[config.mk]
export PLATFORM = sky130hd
export DESIGN_NAME = led_pattern_sequencer
export DESIGN_NICKNAME = d
export VERILOG_FILES = /design/src/rtl/led_seq_pkg.sv /design/src/rtl/tick_prescaler.sv /design/src/rtl/led_pattern_sequencer.sv
export SDC_FILE = /design/constraint.sdc
export NUM_CORES = 1
export LEC_CHECK = 0
export CAP_MARGIN = 10
export CORE_MARGIN = 4
export CORE_UTILIZATION = 45
export DETAILED_ROUTE_END_ITERATION = 8
export GPL_TIMING_DRIVEN = 0
export PLACE_DENSITY = 0.7
export SLEW_MARGIN = 10
export SYNTH_ARGS = -nofsm -noshare
export SYNTH_HDL_FRONTEND = slang
export SYNTH_SLANG_ARGS = --single-unit
[constraint.sdc]
create_clock -name clk -period 6.7 [get_ports clk]
set_clock_uncertainty 0.05 [all_clocks]
set_input_delay 1.34 -clock clk [delete_from_list [all_inputs] [get_ports clk]]
set_output_delay 1.34 -clock clk [all_outputs]
set_load 0.1 [all_outputs]
[src/rtl/led_seq_pkg.sv]
// Shared mode codes and sequencer state encoding for the LED pattern block.
package led_seq_pkg;

    localparam logic [1:0] MODE_OFF   = 2'd0;
    localparam logic [1:0] MODE_SOLID = 2'd1;
    localparam logic [1:0] MODE_BLINK = 2'd2;
    localparam logic [1:0] MODE_CHASE = 2'd3;

    localparam logic [2:0] ST_IDLE  = 3'd0;
    localparam logic [2:0] ST_SOLID = 3'd1;
    localparam logic [2:0] ST_ON    = 3'd2;
    localparam logic [2:0] ST_OFF   = 3'd3;
    localparam logic [2:0] ST_STEP  = 3'd4;

endpackage

[src/rtl/tick_prescaler.sv]
// Free-running divider: tick is high for one cycle every TICK_DIV cycles.
// clear restarts the count at 0 so the next tick lands exactly TICK_DIV cycles later.
module tick_prescaler #(
    parameter int TICK_DIV = 4194304
) (
    input  logic clk,
    input  logic rst,
    input  logic clear,
    output logic tick
);

    localparam int CW = (TICK_DIV > 1) ? $clog2(TICK_DIV) : 1;
    localparam logic [CW-1:0] LAST = CW'(TICK_DIV - 1);

    logic [CW-1:0] count_q;
    logic [CW-1:0] count_d;

    assign tick = (count_q == LAST);

    always_comb begin
        count_d = count_q + CW'(1);
        if (clear || tick) begin
            count_d = '0;
        end
    end

    always_ff @(posedge clk) begin
        if (rst) begin
            count_q <= '0;
        end else begin
            count_q <= count_d;
        end
    end

endmodule

[src/rtl/led_pattern_sequencer.sv]
// Sole driver of the LED bank: solid, blink and chase patterns timed by a prescaler tick.
// led follows an accepted command one cycle later; cmd_ready drops only while a finite pattern runs.
module led_pattern_sequencer
    import led_seq_pkg::*;
#(
    parameter int TICK_DIV = 4194304,
    parameter int NUM_LEDS = 8,
    parameter int CNT_W    = 4
) (
    input  logic                clk,
    input  logic                rst,
    input  logic                cmd_valid,
    output logic                cmd_ready,
    input  logic [1:0]          cmd_mode,
    input  logic [NUM_LEDS-1:0] cmd_mask,
    input  logic [CNT_W-1:0]    cmd_repeat,
    input  logic [CNT_W-1:0]    cmd_on_ticks,
    input  logic [CNT_W-1:0]    cmd_off_ticks,
    output logic [NUM_LEDS-1:0] led,
    output logic                busy,
    output logic                done
);

    logic [2:0]          state_q,   state_d;
    logic [NUM_LEDS-1:0] led_q,     led_d;
    logic [NUM_LEDS-1:0] mask_q,    mask_d;
    logic [CNT_W-1:0]    rpt_q,     rpt_d;
    logic [CNT_W-1:0]    on_len_q,  on_len_d;
    logic [CNT_W-1:0]    off_len_q, off_len_d;
    logic [CNT_W-1:0]    phase_q,   phase_d;
    logic [CNT_W-1:0]    rep_q,     rep_d;
    logic                busy_q,    busy_d;
    logic                done_q,    done_d;

    logic                accept;
    logic                tick;
    logic                finite;
    logic                last_rep;
    logic                phase_end;
    logic [CNT_W-1:0]    cur_len;
    logic [NUM_LEDS-1:0] led_rot;

    function automatic logic [CNT_W-1:0] nz_len(input logic [CNT_W-1:0] v);
        return (v == '0) ? CNT_W'(1) : v;
    endfunction

    tick_prescaler #(
        .TICK_DIV (TICK_DIV)
    ) u_prescaler (
        .clk   (clk),
        .rst   (rst),
        .clear (accept),
        .tick  (tick)
    );

    // busy_q is set exactly while a finite pattern owns the bank, so it doubles as the lockout.
    assign cmd_ready = ~rst & ~busy_q;
    assign accept    = cmd_valid & cmd_ready;

    // Counters compare against length-1 so the maximum field value never needs a wider counter.
    assign finite    = (rpt_q != '0);
    assign last_rep  = finite && (rep_q == rpt_q - CNT_W'(1));
    assign cur_len   = (state_q == ST_OFF) ? off_len_q : on_len_q;
    assign phase_end = (phase_q == cur_len - CNT_W'(1));
    assign led_rot   = {led_q[NUM_LEDS-2:0], led_q[NUM_LEDS-1]};

    always_comb begin
        state_d   = state_q;
        led_d     = led_q;
        mask_d    = mask_q;
        rpt_d     = rpt_q;
        on_len_d  = on_len_q;
        off_len_d = off_len_q;
        phase_d   = phase_q;
        rep_d     = rep_q;
        busy_d    = busy_q;
        done_d    = 1'b0;

        if (accept) begin
            mask_d    = cmd_mask;
            rpt_d     = cmd_repeat;
            on_len_d  = nz_len(cmd_on_ticks);
            off_len_d = nz_len(cmd_off_ticks);
            phase_d   = '0;
            rep_d     = '0;
            case (cmd_mode)
                MODE_SOLID: begin
                    state_d = ST_SOLID;
                    led_d   = cmd_mask;
                    busy_d  = 1'b0;
                end
                MODE_BLINK: begin
                    state_d = ST_ON;
                    led_d   = cmd_mask;
                    busy_d  = (cmd_repeat != '0);
                end
                MODE_CHASE: begin
                    state_d = ST_STEP;
                    led_d   = cmd_mask;
                    busy_d  = (cmd_repeat != '0);
                end
                default: begin
                    state_d = ST_IDLE;
                    led_d   = '0;
                    busy_d  = 1'b0;
                end
            endcase
        end else if (tick) begin
            case (state_q)
                ST_ON: begin
                    if (phase_end) begin
                        phase_d = '0;
                        state_d = ST_OFF;
                        led_d   = '0;
                    end else begin
                        phase_d = phase_q + CNT_W'(1);
                    end
                end
                ST_OFF: begin
                    if (phase_end) begin
                        phase_d = '0;
                        if (last_rep) begin
                            state_d = ST_IDLE;
                            led_d   = '0;
                            busy_d  = 1'b0;
                            done_d  = 1'b1;
                        end else begin
                            state_d = ST_ON;
                            led_d   = mask_q;
                            if (finite) begin
                                rep_d = rep_q + CNT_W'(1);
                            end
                        end
                    end else begin
                        phase_d = phase_q + CNT_W'(1);
                    end
                end
                ST_STEP: begin
                    if (phase_end) begin
                        phase_d = '0;
                        if (last_rep) begin
                            state_d = ST_IDLE;
                            led_d   = '0;
                            busy_d  = 1'b0;
                            done_d  = 1'b1;
                        end else begin
                            led_d = led_rot;
                            if (finite) begin
                                rep_d = rep_q + CNT_W'(1);
                            end
                        end
                    end else begin
                        phase_d = phase_q + CNT_W'(1);
                    end
                end
                default: begin
                end
            endcase
        end
    end

    always_ff @(posedge clk) begin
        if (rst) begin
            state_q   <= ST_IDLE;
            led_q     <= '0;
            mask_q    <= '0;
            rpt_q     <= '0;
            on_len_q  <= CNT_W'(1);
            off_len_q <= CNT_W'(1);
            phase_q   <= '0;
            rep_q     <= '0;
            busy_q    <= 1'b0;
            done_q    <= 1'b0;
        end else begin
            state_q   <= state_d;
            led_q     <= led_d;
            mask_q    <= mask_d;
            rpt_q     <= rpt_d;
            on_len_q  <= on_len_d;
            off_len_q <= off_len_d;
            phase_q   <= phase_d;
            rep_q     <= rep_d;
            busy_q    <= busy_d;
            done_q    <= done_d;
        end
    end

    assign led  = led_q;
    assign busy = busy_q;
    assign done = done_q;

endmodule

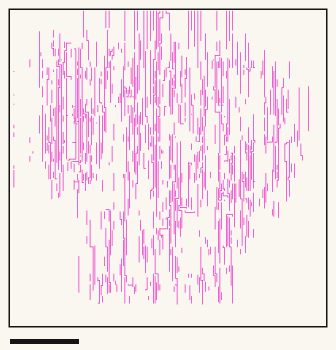
Figure 1: run 1, M2 wires.
Scale bar: 20 microns.
The layer holds 46% of the routed length. The longest straight run is 33.0 microns.

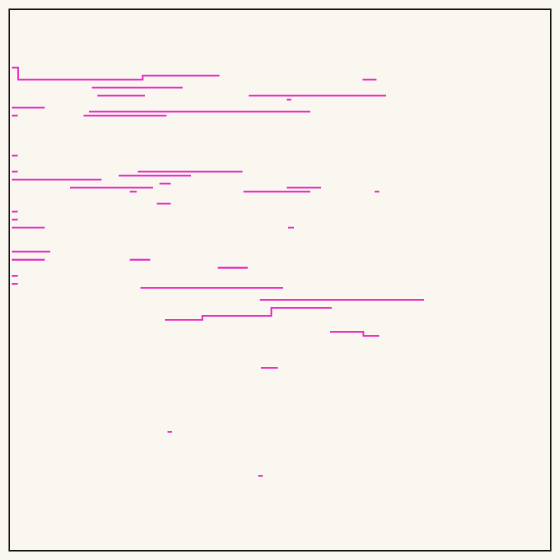
Figure 2: run 1, met3 routing.
The layer carries 345 microns of wire. 26 nets have wire on it. The longest straight run is 37.3 microns. The wires run mostly horizontal. The layer holds 4.5% of the routed length.

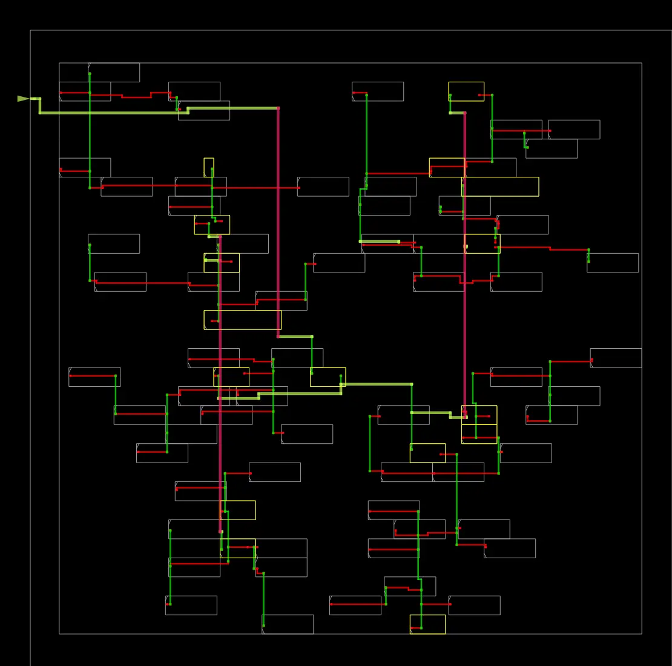
Figure 3: run 1, clock nets.
P_clk: 0.394 mW
clk sinks: 63
Flops: 63
Clock buffer cells: 14

==> impl_metrics.tcl, run 1 <==
# implementation run metrics
set metrics [dict create \
    rsz0062_at_grt "false" \
    dp.cells 513 \
    yosys-mux-area-fraction_pct 1.27 \
    cts_buffers 9 \
    ys.flop_type "dfxtp_1" \
    critical_path_peak_fanout 9 \
    final_cell_area_sq_mm 0.00386 \
    hold_viol_final 0 \
    worst_hold_path_type "register to register" \
    slowest_stage "clkdlybuf4s50_1" \
    internal-power_mw 0.688 \
    syn-num-nets 413 \
    crit_path_end_kind "output port" \
    drv_slew 0 \
    dp_hpwl_microns 5470 \
    r2r_slack_ns 3.94 \
    clkCellAreaFrac_pct 6.29 \
    ctsHoldBuffers 0 \
    finalClockPeriodUsage_pct 62.4 \
    wl_met3_microns 344 \
    yosys_area_sq_mm 0.00315 \
    nNetsFinal 458 \
    p_comb_share_pct 14.7 \
    status "finished clean" \
    fa_ha_area_share_pct 1.98 \
    power_leader "registers" \
    aoi_share_pct 15.0 \
    fp_util_pct 46.4 \
    path_delay_family "buffers and inverters" \
    worst-setup-path-type "primary input to output port" \
    grt-ovfl-total 0 \
    avgSynthCellArea_sq_um 8.24 \
    cap_violations 0 \
    clk_latency_ns 0.33 \
    ir_worst_vdd_v 0.000135 \
    num-nonclk-buffers 51 \
    r2r_cells 10 \
    grt_use_met3_pct 3.12 \
    chip_area_sq_mm 0.00841 \
    p_clk_share_pct 42.2 \
    drcViolationCount 0 \
    cts_htree_levels 3 \
    met1_usage_pct 25.9 \
    tool_warnings 26 \
    drive_above_1_share_pct 7.85 \
    met1_length_microns 3660 \
    ios 36 \
    largest_area_cell "dfxtp_1" \
    top_logic_kind "simple AND/OR/NAND/NOR gates" \
    cp-endpoint "cmd_ready" \
    syn_inst 383 \
    setup_violations 0 \
    grt_busiest_layer "met2" \
    power_density_mw_per_mm2 242 \
    top_cell "dfxtp_1" \
    die_w_microns 91.7 \
    path_buffers 2 \
    ys_seq_share_pct 40.0 \
    crit_path_start_kind "primary input" \
    first_pass_iters 4 \
    top_layer "met4" \
    arrival_ns 2.79 \
    antenna_left 0 \
    switchingPower_mw 0.244 \
    min_to "mask_q[4]" \
    synthTopCellsByCount "63 x dfxtp_1, 57 x nand2_1, 38 x nor2_1" \
]
-- run 1: per-stage QoR --
step / power (mW) / setup WS, ns / util [%]
final: 0.933 / 2.52 / 56.8
after global routing: 0.971 / 2.48 / 56.8
after CTS: 0.939 / 2.52 / 56.8
after detailed placement: 0.546 / 2.52 / 53.2
after global placement: 0.545 / 2.52 / 53.2
after floorplan: 0.501 / 2.54 / -
-- run 1: logic make-up after synthesis --
family / Yosys count
AND/OR/NAND/NOR: 186
AND-OR/OR-AND: 64
flip-flops: 63
buffers and inverters: 33
XOR/XNOR: 28
adder cells (fa/ha/maj): 5
multiplexers: 4
-- run 1: sequential cells by signal (all words and copies together) (netlist names) --
name,cells
on_len_q,4
done,1
off_len_q,4
phase_q,4
state_q,3
led,8
rep_q,4
mask_q,8
busy,1
rpt_q,4
u_prescaler.count_q,22
==> inputs of run 2 (changes only) <==
Settings changed: PLACE_DENSITY 0.7 to 0.73.
Clock period 6.7 ns to 3.8 ns, I/O delays scaled along.
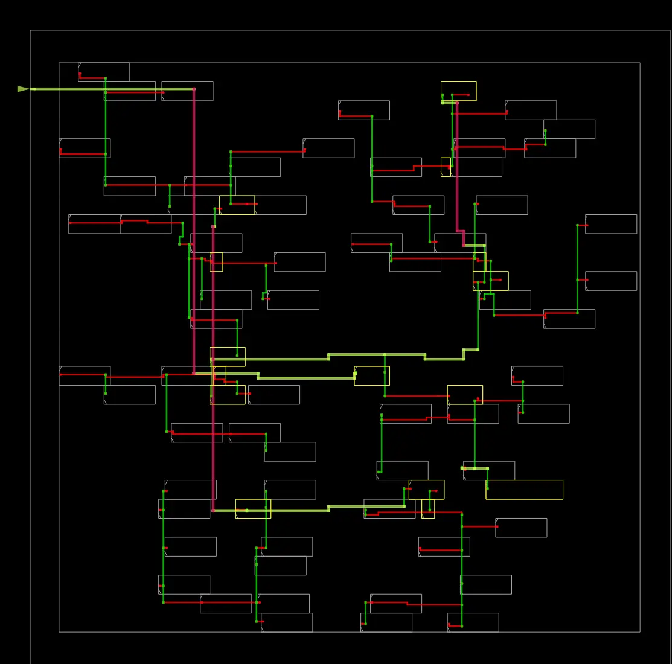
Figure 4: run 2, clock nets.
Clock buffer cells: 10
Inserted Clock Buffers: 9

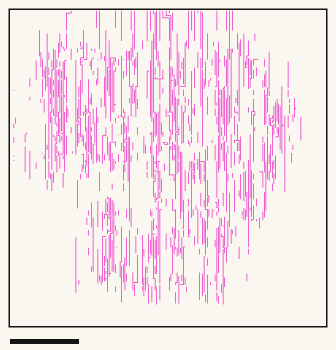
Figure 5: run 2, M2 wires.
Scale bar: 20 microns.
The longest straight run is 27.4 microns. The layer holds 47% of the routed length.

==> run 2 against run 1 <==
Effect of this change: sequential power increased by 77%; sequential share of layout area is 0.56 points higher; synthesized cell count unchanged; clock power up 38%; first-iteration DRC count up 2.7%; core utilization is 0.96 points lower; combinational power up 76%; register-to-register slack lost 2.9 ns; flip-flop count is the same; global-route usage up 0.12 points; critical endpoint unchanged; count of clock-buffer cells in the layout decreased by 4; setup slack worse by 1.7 ns.
==> impl_metrics.tcl, run 2 <==
# implementation run metrics
set metrics [dict create \
    grt_busiest_layer "met2" \
    max_freq_mhz 332 \
    top_logic_kind "simple AND/OR/NAND/NOR gates" \
    critical_path_peak_fanout 9 \
    rsz0062_at_grt "false" \
    yosys-mux-area-fraction_pct 1.27 \
    top_cell "dfxtp_1" \
    p_clk_share_pct 36.3 \
    hold_viol_final 0 \
    final_cell_area_sq_mm 0.00379 \
    path_buffers 2 \
    met1_length_microns 3470 \
    yosys_area_sq_mm 0.00315 \
    place_ws_ns 0.788 \
    setup_violations 0 \
    ys.flops 63 \
    worst-setup-path-type "primary input to output port" \
    postLayoutCoreUtil_pct 55.8 \
    tool_warnings 26 \
    status "finished clean" \
    p_total_mw 1.49 \
    met1_usage_pct 25.0 \
    wl_met3_microns 434 \
    largest_area_cell "dfxtp_1" \
    ys_seq_share_pct 40.0 \
    syn-num-nets 413 \
    nNetsFinal 458 \
    aoi_share_pct 15.0 \
    avgSynthCellArea_sq_um 8.24 \
    power_density_mw_per_mm2 394 \
    arrival_ns 2.20 \
    min_to "mask_q[1]" \
    clk_latency_ns 0.34 \
    syn_inst 383 \
    grt-ovfl-total 0 \
    grt_usage_pct 19.1 \
    slowest_stage "clkdlybuf4s50_1" \
    fp_util_pct 46.4 \
    grt_use_met3_pct 4.68 \
    dp_hpwl_microns 5490 \
    die_w_microns 91.7 \
    path_delay_family "buffers and inverters" \
    internal-power_mw 1.07 \
    p_comb_share_pct 16.1 \
    finalClockPeriodUsage_pct 79.2 \
    cap_violations 0 \
    drive_above_1_share_pct 7.64 \
    crit_path_end_kind "output port" \
    ir_worst_vdd_v 0.000234 \
    ys.flop_type "dfxtp_1" \
    drv_slew 0 \
    synthTopCellsByCount "63 x dfxtp_1, 57 x nand2_1, 38 x nor2_1" \
    ctsHoldBuffers 0 \
    regMostFlops "u_prescaler.count_q" \
    leakagePower_nw 1.44 \
    ios 36 \
    largest_reg_flops 22 \
    antenna_left 0 \
    drcViolationCount 0 \
    r2r_cells 9 \
    power_leader "registers" \
    chip_area_sq_mm 0.00841 \
    numClockSinks 63 \
    crit_path_start_kind "primary input" \
    final.setup.worst_slack_ns 0.789 \
    r2r_slack_ns 1.08 \
    worst_hold_path_type "register to register" \
]
run 2: cell counts after synthesis:
No cell type changed its count.
run 2: cell type report:
| class | count | area, sq um |
|---|---|---|
| Buffer | 17 | 75.1 |
| Clock buffer | 10 | 128 |
| Clock inverter | 5 | 50.0 |
| Fill cell | 622 | 3000 |
| Inverter | 16 | 60.1 |
| Multi-Input combinational cell | 287 | 1760 |
| Sequential cell | 63 | 1260 |
| Tap cell | 96 | 120 |
| Timing Repair Buffer | 34 | 340 |
run 2: worst max path at each step:
stage                         endpoint  cells after the start  slack, ns  startpoint
after floorplan           off_len_q[0]                      8       0.37         rst
after global placement       cmd_ready                      3       0.79         rst
after detailed placement     cmd_ready                      3       0.79         rst
after CTS                    cmd_ready                      3       0.79         rst
after global routing         cmd_ready                      3       0.76         rst
final                        cmd_ready                      3       0.79         rst
==> inputs of run 3 (changes only) <==
Settings changed: PLACE_DENSITY 0.73 to 0.7.
Clock period 3.8 ns to 3 ns, I/O delays scaled along.
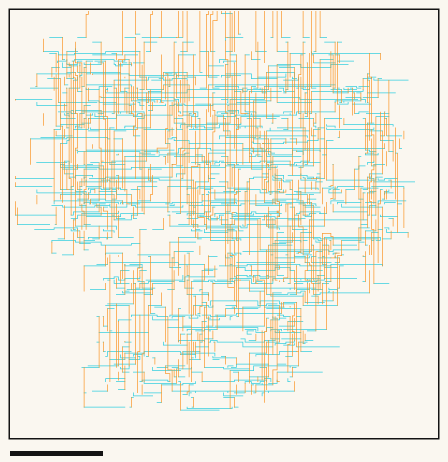
Figure 6: run 3, metal layers overlaid.
Scale bar: 20 microns. Only two layers are drawn.
Key: metal 2 = orange [wire length 3720 microns]; metal 1 = cyan [wire length 3550 microns]

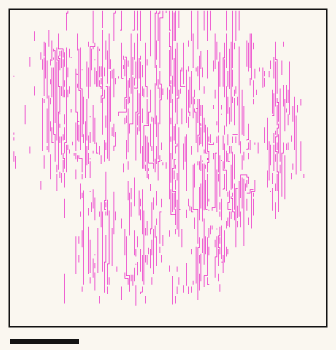
Figure 7: run 3, M2 wires.
Scale bar: 20 microns.
The layer carries 3720 microns of wire. The layer holds 48% of the routed length.

==> run 3 against run 2 <==
Effect of this change: flip-flop count did not move; combinational power grew 28%; synthesized area stayed put; critical path type is now register to register; largest power group unchanged; register-to-register slack worse by 0.79 ns; synthesized cell count is the same; power grew 33%; die area is the same; core utilization up 0.50 points; critical endpoint is now state_q[1]; sequential power increased by 27%.
==> impl_metrics.tcl, run 3 <==
# implementation run metrics
set metrics [dict create \
    status "finished clean" \
    syn_inst 383 \
    largest_reg_flops 22 \
    clk_latency_ns 0.34 \
    internal-power_mw 1.43 \
    die_w_microns 91.7 \
    met1_length_microns 3550 \
    rsz0062_at_grt "false" \
    clk-power_mw 0.775 \
    syn-num-nets 413 \
    grt_usage_pct 19.2 \
    setup_violations 0 \
    crit_path_start_kind "register" \
    hold_viol_final 0 \
    yosys_area_sq_mm 0.00315 \
    cts_htree_levels 3 \
    ctsHoldBuffers 0 \
    path_delay_family "simple AND/OR/NAND/NOR gates" \
    drcViolationCount 0 \
    ir_worst_vdd_v 0.000324 \
    first_pass_iters 5 \
    path_buffers 2 \
    nNetsFinal 458 \
    final_cell_area_sq_mm 0.00383 \
    power_leader "registers" \
    cap_violations 0 \
    top_cell "dfxtp_1" \
    final.setup.worst_slack_ns 0.292 \
    cp-endpoint "state_q[1]" \
    yosys-mux-area-fraction_pct 1.27 \
    largest_area_cell "dfxtp_1" \
    top_logic_kind "simple AND/OR/NAND/NOR gates" \
    drive_above_1_share_pct 8.08 \
    cts_buffers 9 \
    critical_path_peak_fanout 9 \
    regMostFlops "u_prescaler.count_q" \
    cp.depth 10 \
    avgSynthCellArea_sq_um 8.24 \
    leakagePower_nw 1.46 \
    ys_seq_share_pct 40.0 \
    max_freq_mhz 369 \
    dp_hpwl_microns 5470 \
    ys.flops 63 \
    tool_warnings 26 \
    p_comb_share_pct 15.5 \
    chip_area_sq_mm 0.00841 \
    worst-setup-path-type "register to register" \
    arrival_ns 2.88 \
    postLayoutCoreUtil_pct 56.3 \
    grt_use_met3_pct 3.45 \
    grt_busiest_layer "met2" \
    antenna_left 0 \
    aoi_share_pct 15.0 \
    drv_slew 0 \
    ios 36 \
    slowest_stage "a311o_1" \
]
## run 3: cell counts after synthesis
Identical to the previous run, type by type.
## run 3: cell type report
class | instances | area [sq um]
Clock buffer | 13 | 169
Clock inverter | 3 | 40.0
Buffer | 17 | 75.1
Fill cell | 623 | 2970
Sequential cell | 63 | 1260
Inverter | 16 | 60.1
Multi-Input combinational cell | 287 | 1760
Timing Repair Buffer | 34 | 340
Tap cell | 96 | 120
## run 3: worst min path at each step
stage / start / slack [ns] / end
after floorplan: u_prescaler.count_q[0] / 0.38 / u_prescaler.count_q[0]
after global placement: mask_q[1] / 0.39 / mask_q[1]
after detailed placement: mask_q[0] / 0.40 / mask_q[0]
after CTS: mask_q[0] / 0.41 / mask_q[0]
after global routing: mask_q[2] / 0.43 / mask_q[2]
final: mask_q[0] / 0.40 / mask_q[0]
No activity file was given, so power comes from the tool's default toggle rates.
